**src/rtl/muldiv_sequencer.sv**
```systemverilog
// muldiv_sequencer: 32-iteration unsigned shift-add multiply / restoring
// divide controller. Borrows the shared EX-stage ALU for one add or subtract
// per cycle and holds the 64-bit HI/LO result registers.
// Optional feature macro: MULDIV_DIV_EN (defined = DIVU supported; undefined =
// every start performs MULTU and op is ignored).
module muldiv_sequencer #(
  parameter logic [2:0]  CTL_ADD = 3'b010,
  parameter logic [2:0]  CTL_SUB = 3'b110,
  parameter int unsigned ITER    = 32
) (
  input  logic        clk,
  input  logic        rst,
  input  logic        start,
  input  logic        op,
  input  logic        flush,
  input  logic [31:0] srcA,
  input  logic [31:0] srcB,
  input  logic [31:0] aluResult,
  output logic [31:0] aluA,
  output logic [31:0] aluB,
  output logic [2:0]  aluCtl,
  output logic        aluOwn,
  output logic        busy,
  output logic        done,
  output logic [31:0] hi,
  output logic [31:0] lo
);

  localparam logic [4:0] LAST = 5'(ITER - 1);

  typedef enum logic [1:0] {
    S_IDLE = 2'd0,
    S_RUN  = 2'd1,
    S_DONE = 2'd2
  } state_t;

  state_t      r_state;
  state_t      w_state_nxt;
  logic [4:0]  r_count;
  logic [31:0] r_m;
  logic [31:0] r_hi;
  logic [31:0] r_lo;

  // Multiply step: carry out of hi+M is rebuilt from operand/result MSBs
  logic        w_mul_c;
  logic [32:0] w_mul_t;
  logic [31:0] w_mul_hi;
  logic [31:0] w_mul_lo;

  // Per-iteration ALU drive and next HI/LO, selected by the active operation
  logic [31:0] w_run_a;
  logic [2:0]  w_run_ctl;
  logic [31:0] w_nxt_hi;
  logic [31:0] w_nxt_lo;

  assign w_mul_c  = (r_hi[31] & r_m[31]) | ((r_hi[31] | r_m[31]) & ~aluResult[31]);
  assign w_mul_t  = r_lo[0] ? {w_mul_c, aluResult} : {1'b0, r_hi};
  assign w_mul_hi = w_mul_t[32:1];
  assign w_mul_lo = {w_mul_t[0], r_lo[31:1]};

`ifdef MULDIV_DIV_EN
  logic        r_op;
  logic [31:0] w_div_r;
  logic        w_div_nb;
  logic        w_div_take;

  // Partial remainder is 33 bits wide ({hi, lo[31]}); a set hi[31] means it
  // already exceeds any 32-bit divisor, so the subtract is always taken then.
  assign w_div_r    = {r_hi[30:0], r_lo[31]};
  assign w_div_nb   = (w_div_r[31] & ~r_m[31]) | (~(w_div_r[31] ^ r_m[31]) & ~aluResult[31]);
  assign w_div_take = r_hi[31] | w_div_nb;

  // Choose multiply or divide iteration for the latched operation
  always_comb begin
    w_run_a   = r_hi;
    w_run_ctl = CTL_ADD;
    w_nxt_hi  = w_mul_hi;
    w_nxt_lo  = w_mul_lo;
    if (r_op) begin
      w_run_a   = w_div_r;
      w_run_ctl = CTL_SUB;
      w_nxt_hi  = w_div_take ? aluResult : w_div_r;
      w_nxt_lo  = {r_lo[30:0], w_div_take};
    end
  end
`else
  logic [3:0] w_unused;

  assign w_unused  = {op, CTL_SUB};
  assign w_run_a   = r_hi;
  assign w_run_ctl = CTL_ADD;
  assign w_nxt_hi  = w_mul_hi;
  assign w_nxt_lo  = w_mul_lo;
`endif

  assign hi = r_hi;
  assign lo = r_lo;

  // State register
  always_ff @(posedge clk or posedge rst) begin
    if (rst) begin
      r_state <= S_IDLE;
    end else begin
      r_state <= w_state_nxt;
    end
  end

  // Next-state decode and ALU/handshake outputs
  always_comb begin
    w_state_nxt = r_state;
    busy        = 1'b0;
    aluOwn      = 1'b0;
    done        = 1'b0;
    aluA        = '0;
    aluB        = '0;
    aluCtl      = CTL_ADD;
    case (r_state)
      S_IDLE: begin
        if (start && !flush) begin
          w_state_nxt = S_RUN;
        end
      end
      S_RUN: begin
        busy   = 1'b1;
        aluOwn = 1'b1;
        aluA   = w_run_a;
        aluB   = r_m;
        aluCtl = w_run_ctl;
        if (flush) begin
          w_state_nxt = S_IDLE;
        end else if (r_count == LAST) begin
          w_state_nxt = S_DONE;
        end
      end
      S_DONE: begin
        busy        = 1'b1;
        done        = !flush;
        w_state_nxt = S_IDLE;
      end
      default: begin
        w_state_nxt = S_IDLE;
      end
    endcase
  end

  // Operand latch, iteration counter and HI/LO update
  always_ff @(posedge clk or posedge rst) begin
    if (rst) begin
      r_count <= '0;
      r_m     <= '0;
      r_hi    <= '0;
      r_lo    <= '0;
`ifdef MULDIV_DIV_EN
      r_op    <= 1'b0;
`endif
    end else begin
      case (r_state)
        S_IDLE: begin
          if (start && !flush) begin
            r_m     <= srcB;
            r_hi    <= '0;
            r_lo    <= srcA;
            r_count <= '0;
`ifdef MULDIV_DIV_EN
            r_op    <= op;
`endif
          end
        end
        S_RUN: begin
          if (!flush) begin
            r_hi    <= w_nxt_hi;
            r_lo    <= w_nxt_lo;
            r_count <= r_count + 5'd1;
          end
        end
        default: begin
        end
      endcase
    end
  end

endmodule

```
**config.mk**
```make
export PLATFORM = sky130hd
export DESIGN_NAME = muldiv_sequencer
export DESIGN_NICKNAME = d
export VERILOG_FILES = /design/src/rtl/muldiv_sequencer.sv
export SDC_FILE = /design/constraint.sdc
export NUM_CORES = 1
export LEC_CHECK = 0
export CAP_MARGIN = 20
export CORE_MARGIN = 2
export CORE_UTILIZATION = 40
export CTS_CLUSTER_DIAMETER = 30
export DETAILED_ROUTE_END_ITERATION = 12
export PLACE_DENSITY = 0.77
export SLEW_MARGIN = 20
export SYNTH_ARGS = -nofsm -noshare
export SYNTH_HDL_FRONTEND = slang
export SYNTH_SLANG_ARGS = --single-unit
```
**constraint.sdc**
```tcl
create_clock -name clk -period 3.5 [get_ports clk]
set_input_delay 0.525 -clock clk [delete_from_list [all_inputs] [get_ports clk]]
set_output_delay 0.525 -clock clk [all_outputs]
set_load 0.01 [all_outputs]
```
### Power grid, run 1

The bar under the picture is 20 µm long. Pins as bars on the die edge. Tap cells in grey.
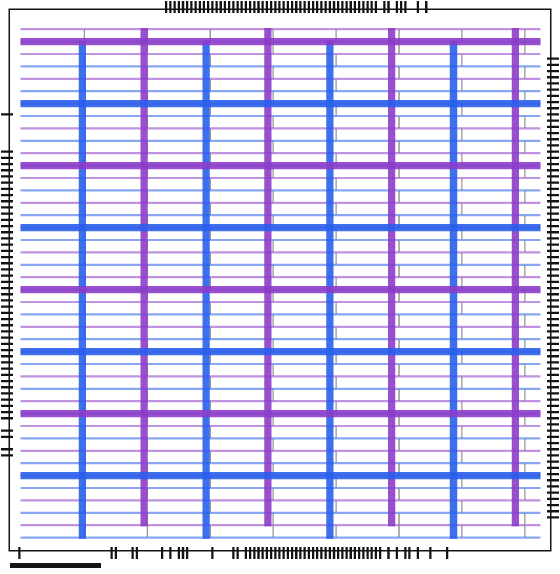
VDD: marked purple. VSS: marked blue.
8 straps on met4. 172 tap cells.
maximum vdd drop: 0.000473 V
die height: 118 µm

### Placement by cell class, run 1

The bar under the picture is 20 µm long.
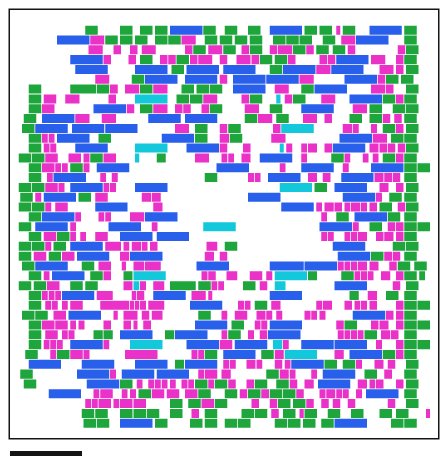
combinational and other logic: marked magenta, cells 359, share of their area 32%. clock drivers and dummy loads: marked cyan, cells 15, share of their area 3.3%. flops: marked blue, cells 103, share of their area 33%. other buffers and delay cells: marked green, cells 240, share of their area 31%.

==> flow_metrics.env, run 1 <==
# source this file to load flow results
export IMPL_hold_path_class="flip-flop to flip-flop"
export IMPL_post_cts_buffers=0
export IMPL_ys_cells=512
export IMPL_flop_cell="dfrtp_1"
export IMPL_synth_most_common_cell="o21ai_0"
export IMPL_tapCellCount=172
export IMPL_synth_edff_count=0
export IMPL_totalWireLength_mm=14.8
export IMPL_buffer_area_share_pct=30.2
export IMPL_wl_met2_mm=7.26
export IMPL_seq_area_um2=2580
export IMPL_synthTopCellsByCount="o21ai_0 (126), dfrtp_1 (103), and2_1 (64), clkbuf_1 (36), mux2_2 (35)"
export IMPL_total_power_uw=6080
export IMPL_setup_viol=0
export IMPL_n_all_buffers=240
export IMPL_synthAoiAreaFrac_pct=18.0
export IMPL_cp_startpoint="r_state[1]"
export IMPL_via_per_inst=5.23
export IMPL_avgSynthCellArea_um2=10.2
export IMPL_final_cell_mix="clkdlybuf4s50_1 (229), o21ai_0 (126), dfrtp_1 (102)"
export IMPL_ys_ff=103
export IMPL_rr_endpoint="hi[16]"
export IMPL_syn_to_final_growth_pct=51.2
export IMPL_status="finished, final reports clean"
export IMPL_grt_busiest_layer="met2"
export IMPL_logic_area_um2=2450
export IMPL_max_cap_violations=0
export IMPL_switching_share_pct=36.4
export IMPL_hold_depth=1
export IMPL_area_leaders="dfrtp_1 (49%), o21ai_0 (12%), and2_1 (7.6%), mux2_2 (7.5%), mux2i_1 (6.3%)"
export IMPL_hp_start="r_m[30]"
export IMPL_die_w_um=118
export IMPL_p_leak_uw=0.00316
export IMPL_cts_max_path_buffers=2
export IMPL_postSynthSeqShare_pct=49.2
export IMPL_crit_buf_inv=3
export IMPL_place_congestion=0.803
export IMPL_rr_worst_depth=6
export IMPL_critical_path_max_stage_delay_ps=540
export IMPL_synth_cell_type_count=30
export IMPL_power_density_nw_per_um2=768
export IMPL_crit_family="buffers and inverters"
export IMPL_crit_arrival_ps=2280
export IMPL_met1Wirelength_mm=6.24
export IMPL_placed_cell_area_um2=7670
export IMPL_top_power_group="combinational cells"
export IMPL_dieArea_um2=14000
export IMPL_wl_per_cell_um=16.7
export IMPL_grt_pass1_wl_mm=23.6
export IMPL_cts_sinks=103
export IMPL_yosysWarnings=0
export IMPL_clock_buffers=12
export IMPL_logic_family="AND-OR/OR-AND gates"
export IMPL_p_switching_uw=2210
export IMPL_cts_resized=0
export IMPL_fillCellCount=1114
export IMPL_clock_power_uw=897
export IMPL_comb_power_uw=3090
export IMPL_cts_hold_buf=0
export IMPL_cts_root_buf="clkbuf_16"
export IMPL_tightest_slew_ps=881
export IMPL_fin_nets=819
export IMPL_rsz0062_at_grt="false"
export IMPL_finalClockPeriodUsage_pct=80.1
export IMPL_intPower_uw=3870
export IMPL_biggestCellCategory="registers"
export IMPL_grt_max_degree=68
export IMPL_drive_gt1_share_pct=8.79
export IMPL_antenna_cells=0
export IMPL_cp_required_ps=2970
export IMPL_lay_top_count="clkdlybuf4s50_1"
export IMPL_layoutNonFillerInstCount=889
export IMPL_first_iter_violations=315
export IMPL_mux_area_share_pct=13.8
export IMPL_hpwl_mm=10.3
export IMPL_clkTransAtPathRegs_ps=70
export IMPL_gr_usage_met3_pct=4.87
export IMPL_tool_warnings=29
export IMPL_sh_comb_area_pct=30.9
export IMPL_pwr_share_seq_pct=34.5
export IMPL_adder_share_pct=1.19
export IMPL_cp_end_kind="output port"
export IMPL_top_cell_area_share_pct=49.2
export IMPL_clk_share_pct=3.25
export IMPL_num_vias=4648
export IMPL_hold_viol=0
export IMPL_fin_area_um2=7930
export IMPL_cp_depth=5
export IMPL_pre_cts_slack_ps=980
export IMPL_top_layer_used="met4"
export IMPL_cp_slowest_cell="clkdlybuf4s50_1"
export IMPL_start_kind="flip-flop"
export IMPL_skew_ps=7.93
export IMPL_syn_area_um2=5240
export IMPL_cts_made_buffers=9
export IMPL_ios=235
export IMPL_drc=0
export IMPL_power_share_clock_pct=14.7
export IMPL_fp_util_pct=41.2
export IMPL_powerSeq_uw=2100
export IMPL_coreArea_um2=12700
export IMPL_holdPathEnd="r_m[30]"
export IMPL_met2_usage_pct=35.7
export IMPL_netlist_instances=512
export IMPL_htree_levels=3
export IMPL_fin_hold_ws_ps=498
export IMPL_flops=103
export IMPL_dr_wl_met3_mm=1.09
export IMPL_combPwrFrac_pct=50.8
export IMPL_crit_chain="inv_1, ha_4, buf_4, and2_1, clkdlybuf4s50_1"
export IMPL_cts_tree="built"
### Clock wires, drivers and flops, run 1

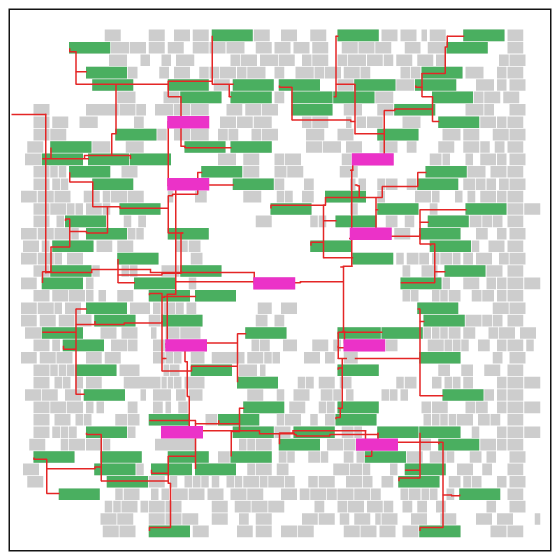
clock drivers: marked magenta, count 9. clock wires: marked red, length 1,220 µm. flip-flops: marked green, count 103.
There are 10 routed clock nets.

## Run 2: what changed since run 1
==> constraint.sdc (replaced) <==
create_clock -name clk -period 2.8 [get_ports clk]
set_input_delay 0.42 -clock clk [delete_from_list [all_inputs] [get_ports clk]]
set_output_delay 0.42 -clock clk [all_outputs]
set_load 0.01 [all_outputs]
### Signal wires by layer, run 2

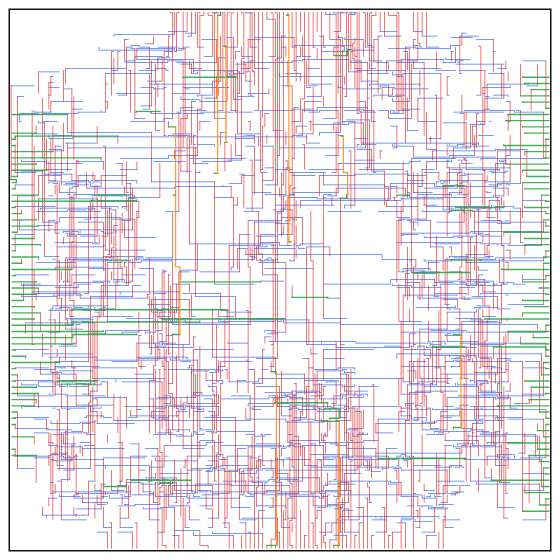
metal 4: marked orange, wire length 252 µm. metal 3: marked green, wire length 930 µm. metal 1: marked blue, wire length 6,430 µm. metal 2: marked red, wire length 7,560 µm.
GRT Total Usage: 20.9%
vias: 4,697

### Placement by cell class, run 2

The bar under the picture is 20 µm long.
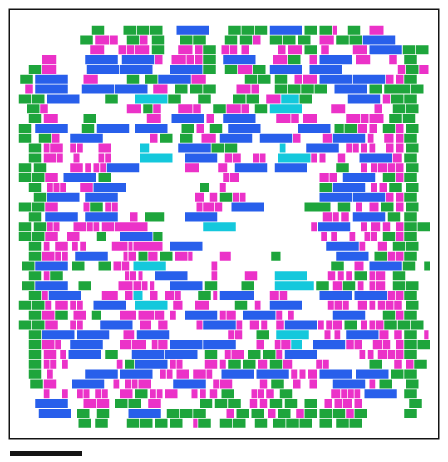
clock drivers and dummy loads: marked cyan, cells 15, share of their area 3.8%. other buffers and delay cells: marked green, cells 242, share of their area 31%. flops: marked blue, cells 103, share of their area 33%. combinational and other logic: marked magenta, cells 359, share of their area 32%.

==> run 2 against run 1 <==
  * Area after synthesis stayed put
  * Clock power is about 40% higher
  * Die area stayed put
  * Design area is 0.81% higher
  * Register-to-register slack worse by 760 ps
  * Largest cell class unchanged
==> flow_metrics.env, run 2 <==
# source this file to load flow results
export IMPL_totalWireLength_mm=15.2
export IMPL_antenna_cells=0
export IMPL_via_per_inst=5.27
export IMPL_hpwl_mm=10.2
export IMPL_cp_startpoint="r_state[1]"
export IMPL_top_cell_area_share_pct=49.2
export IMPL_skew_ps=6.39
export IMPL_synthTopCellsByCount="o21ai_0 (126), dfrtp_1 (103), and2_1 (64), clkbuf_1 (36), mux2_2 (35)"
export IMPL_cts_max_path_buffers=2
export IMPL_hold_depth=2
export IMPL_clock_power_uw=1260
export IMPL_layoutNonFillerInstCount=891
export IMPL_syn_to_final_growth_pct=52.5
export IMPL_htree_levels=3
export IMPL_top_power_group="combinational cells"
export IMPL_switching_share_pct=36.1
export IMPL_met2_usage_pct=35.3
export IMPL_critical_path_max_stage_delay_ps=560
export IMPL_area_leaders="dfrtp_1 (49%), o21ai_0 (12%), and2_1 (7.6%), mux2_2 (7.5%), mux2i_1 (6.3%)"
export IMPL_clock_buffers=10
export IMPL_seq_area_um2=2580
export IMPL_clk_share_pct=3.73
export IMPL_ys_cells=512
export IMPL_grt_max_degree=104
export IMPL_rsz0062_at_grt="false"
export IMPL_fin_area_um2=7990
export IMPL_rr_worst_depth=6
export IMPL_crit_family="buffers and inverters"
export IMPL_cp_depth=5
export IMPL_hold_viol=0
export IMPL_fin_hold_ws_ps=399
export IMPL_cts_root_buf="clkbuf_16"
export IMPL_cp_end_kind="output port"
export IMPL_netlist_instances=512
export IMPL_status="finished, final reports clean"
export IMPL_holdPathEnd="r_state[0]"
export IMPL_pre_cts_slack_ps=307
export IMPL_cp_required_ps=2380
export IMPL_adder_share_pct=1.19
export IMPL_met1Wirelength_mm=6.43
export IMPL_placed_cell_area_um2=7680
export IMPL_die_h_um=118
export IMPL_tool_warnings=31
export IMPL_cts_resized=0
export IMPL_mux_area_share_pct=13.8
export IMPL_dr_wl_met3_um=930
export IMPL_pwr_share_seq_pct=34.5
export IMPL_p_switching_uw=2820
export IMPL_cts_tree="built"
export IMPL_flop_cell="dfrtp_1"
export IMPL_synthAoiAreaFrac_pct=18.0
export IMPL_crit_chain="inv_1, ha_4, buf_4, and2_1, clkdlybuf4s50_1"
export IMPL_grt_pass1_wl_mm=23.9
export IMPL_wl_met2_mm=7.56
export IMPL_dieArea_um2=14000
export IMPL_coreArea_um2=12700
export IMPL_p_leak_uw=0.00318
export IMPL_yosysWarnings=0
export IMPL_logic_area_um2=2450
export IMPL_lay_top_count="clkdlybuf4s50_1"
export IMPL_rr_endpoint="lo[12]"
export IMPL_tapCellCount=172
export IMPL_avgSynthCellArea_um2=10.2
export IMPL_start_kind="flip-flop"
export IMPL_powerSeq_uw=2680
export IMPL_sh_comb_area_pct=30.7
export IMPL_buffer_area_share_pct=30.3
export IMPL_fp_util_pct=41.2
export IMPL_crit_buf_inv=3
export IMPL_tightest_slew_ps=799
export IMPL_flops=103
export IMPL_ios=235
export IMPL_drc=0
export IMPL_top_layer_used="met4"
export IMPL_ys_ff=103
export IMPL_fin_nets=821
export IMPL_max_cap_violations=0
export IMPL_synth_cell_type_count=30
export IMPL_clkTransAtPathRegs_ps=70
export IMPL_n_all_buffers=242
export IMPL_die_w_um=118
export IMPL_drive_gt1_share_pct=9.46
export IMPL_gr_usage_met3_pct=3.91
## Run 3: what changed since run 2
--- a/config.mk
+++ b/config.mk
@@ -11,6 +11,7 @@
 export CTS_CLUSTER_DIAMETER = 30
 export DETAILED_ROUTE_END_ITERATION = 12
 export PLACE_DENSITY = 0.77
+export SETUP_SLACK_MARGIN = 0.3
 export SLEW_MARGIN = 20
 export SYNTH_ARGS = -nofsm -noshare
 export SYNTH_HDL_FRONTEND = slang
==> constraint.sdc (replaced) <==
create_clock -name clk -period 2.4 [get_ports clk]
set_input_delay 0.36 -clock clk [delete_from_list [all_inputs] [get_ports clk]]
set_output_delay 0.36 -clock clk [all_outputs]
set_load 0.01 [all_outputs]
### Signal wires by layer, run 3

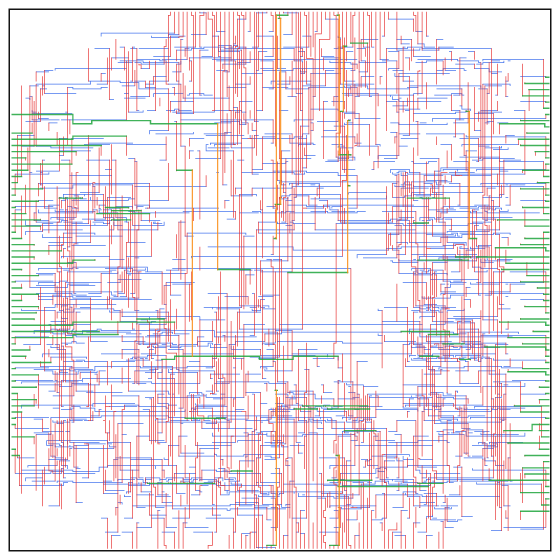
final wirelength: 15.9 mm
GRT Total Usage: 22.0%
Wirelength per Cell: 17.6 µm
vias: 4,833

### Clock wires, drivers and flops, run 3

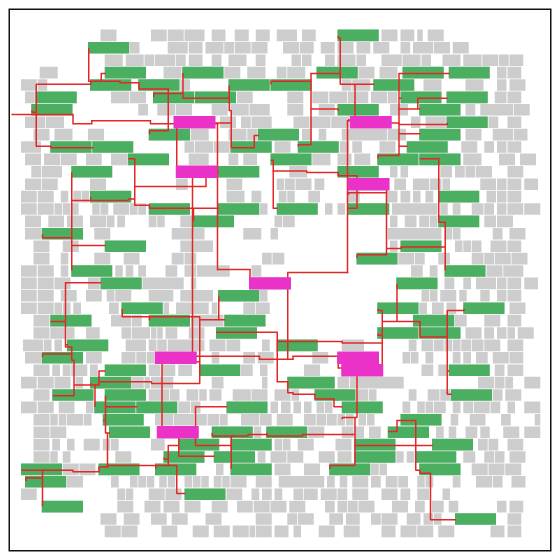
clock wires: marked red, length 1,290 µm. flip-flops: marked green, count 103. clock drivers: marked magenta, count 9.
Position of the flops: spread over the die. There are 10 routed clock nets.
Clock Latency Late Sink: 340 ps
clk_skew: 5.42 ps
clk pwr: 1370 µW
clock share of power: 14.7%

==> run 3 against run 2 <==
  * Sequential share of layout area decreased by 0.91 points
  * Combinational power increased by 25%
  * Setup slack improved by 130 ps
  * Register-to-register slack improved by 100 ps
  * Design area increased by 3.0%
  * Flip-flop count unchanged
  * Wire length increased by 4.9%
  * First-iteration DRC count increased by 32%
  * Sequential power increased by 18%
  * Clock power increased by 9%
  * Global-route usage increased by 1.1 points
  * Hold slack improved by 75 ps
==> flow_metrics.env, run 3 <==
# source this file to load flow results
export IMPL_htree_levels=3
export IMPL_hold_depth=2
export IMPL_synth_most_common_cell="o21ai_0"
export IMPL_hpwl_mm=10.3
export IMPL_intPower_uw=5940
export IMPL_cts_tree="built"
export IMPL_p_switching_uw=3420
export IMPL_critical_path_max_stage_delay_ps=370
export IMPL_first_iter_violations=412
export IMPL_place_congestion=0.836
export IMPL_cp_slowest_cell="dfrtp_1"
export IMPL_synthTopCellsByCount="o21ai_0 (126), dfrtp_1 (103), and2_1 (64), clkbuf_1 (36), mux2_2 (35)"
export IMPL_final_cell_mix="clkdlybuf4s50_1 (162), o21ai_0 (126), dfrtp_1 (102)"
export IMPL_hold_viol=0
export IMPL_total_power_uw=9350
export IMPL_flops=103
export IMPL_grt_pass1_wl_mm=25.0
export IMPL_tapCellCount=172
export IMPL_biggestCellCategory="non-clock buffers"
export IMPL_tightest_slew_ps=563
export IMPL_pre_cts_slack_ps=161
export IMPL_finalClockPeriodUsage_pct=85.0
export IMPL_netlist_instances=512
export IMPL_rsz0062_at_grt="false"
export IMPL_yosysWarnings=0
export IMPL_cts_max_path_buffers=2
export IMPL_ios=235
export IMPL_via_per_inst=5.33
export IMPL_sh_comb_area_pct=29.9
export IMPL_cts_root_buf="clkbuf_16"
export IMPL_cts_hold_buf=0
export IMPL_antenna_cells=0
export IMPL_tool_warnings=32
export IMPL_met1Wirelength_mm=6.70
export IMPL_combPwrFrac_pct=51.7
export IMPL_ys_cells=512
export IMPL_syn_to_final_growth_pct=57.0
export IMPL_peakVddDrop_v=0.000623
export IMPL_rr_endpoint="r_count[3]"
export IMPL_hold_path_class="input port to flip-flop"
export IMPL_synthAoiAreaFrac_pct=18.0
export IMPL_clkTransAtPathRegs_ps=70
export IMPL_cts_sinks=103
export IMPL_fillCellCount=1074
export IMPL_clock_buffers=11
export IMPL_gr_usage_met3_pct=3.76
export IMPL_ys_ff=103
export IMPL_cp_depth=6
export IMPL_hp_start="flush"
export IMPL_drc=0
export IMPL_fin_area_um2=8230
export IMPL_drive_gt1_share_pct=12.5
export IMPL_status="finished, final reports clean"
export IMPL_avgSynthCellArea_um2=10.2
export IMPL_crit_buf_inv=4
export IMPL_synth_edff_count=0
export IMPL_top_cell_area_share_pct=49.2
export IMPL_lay_top_count="clkdlybuf4s50_1"
export IMPL_cp_required_ps=2040
export IMPL_switching_share_pct=36.5
Power is estimated from default activity; no workload was simulated.
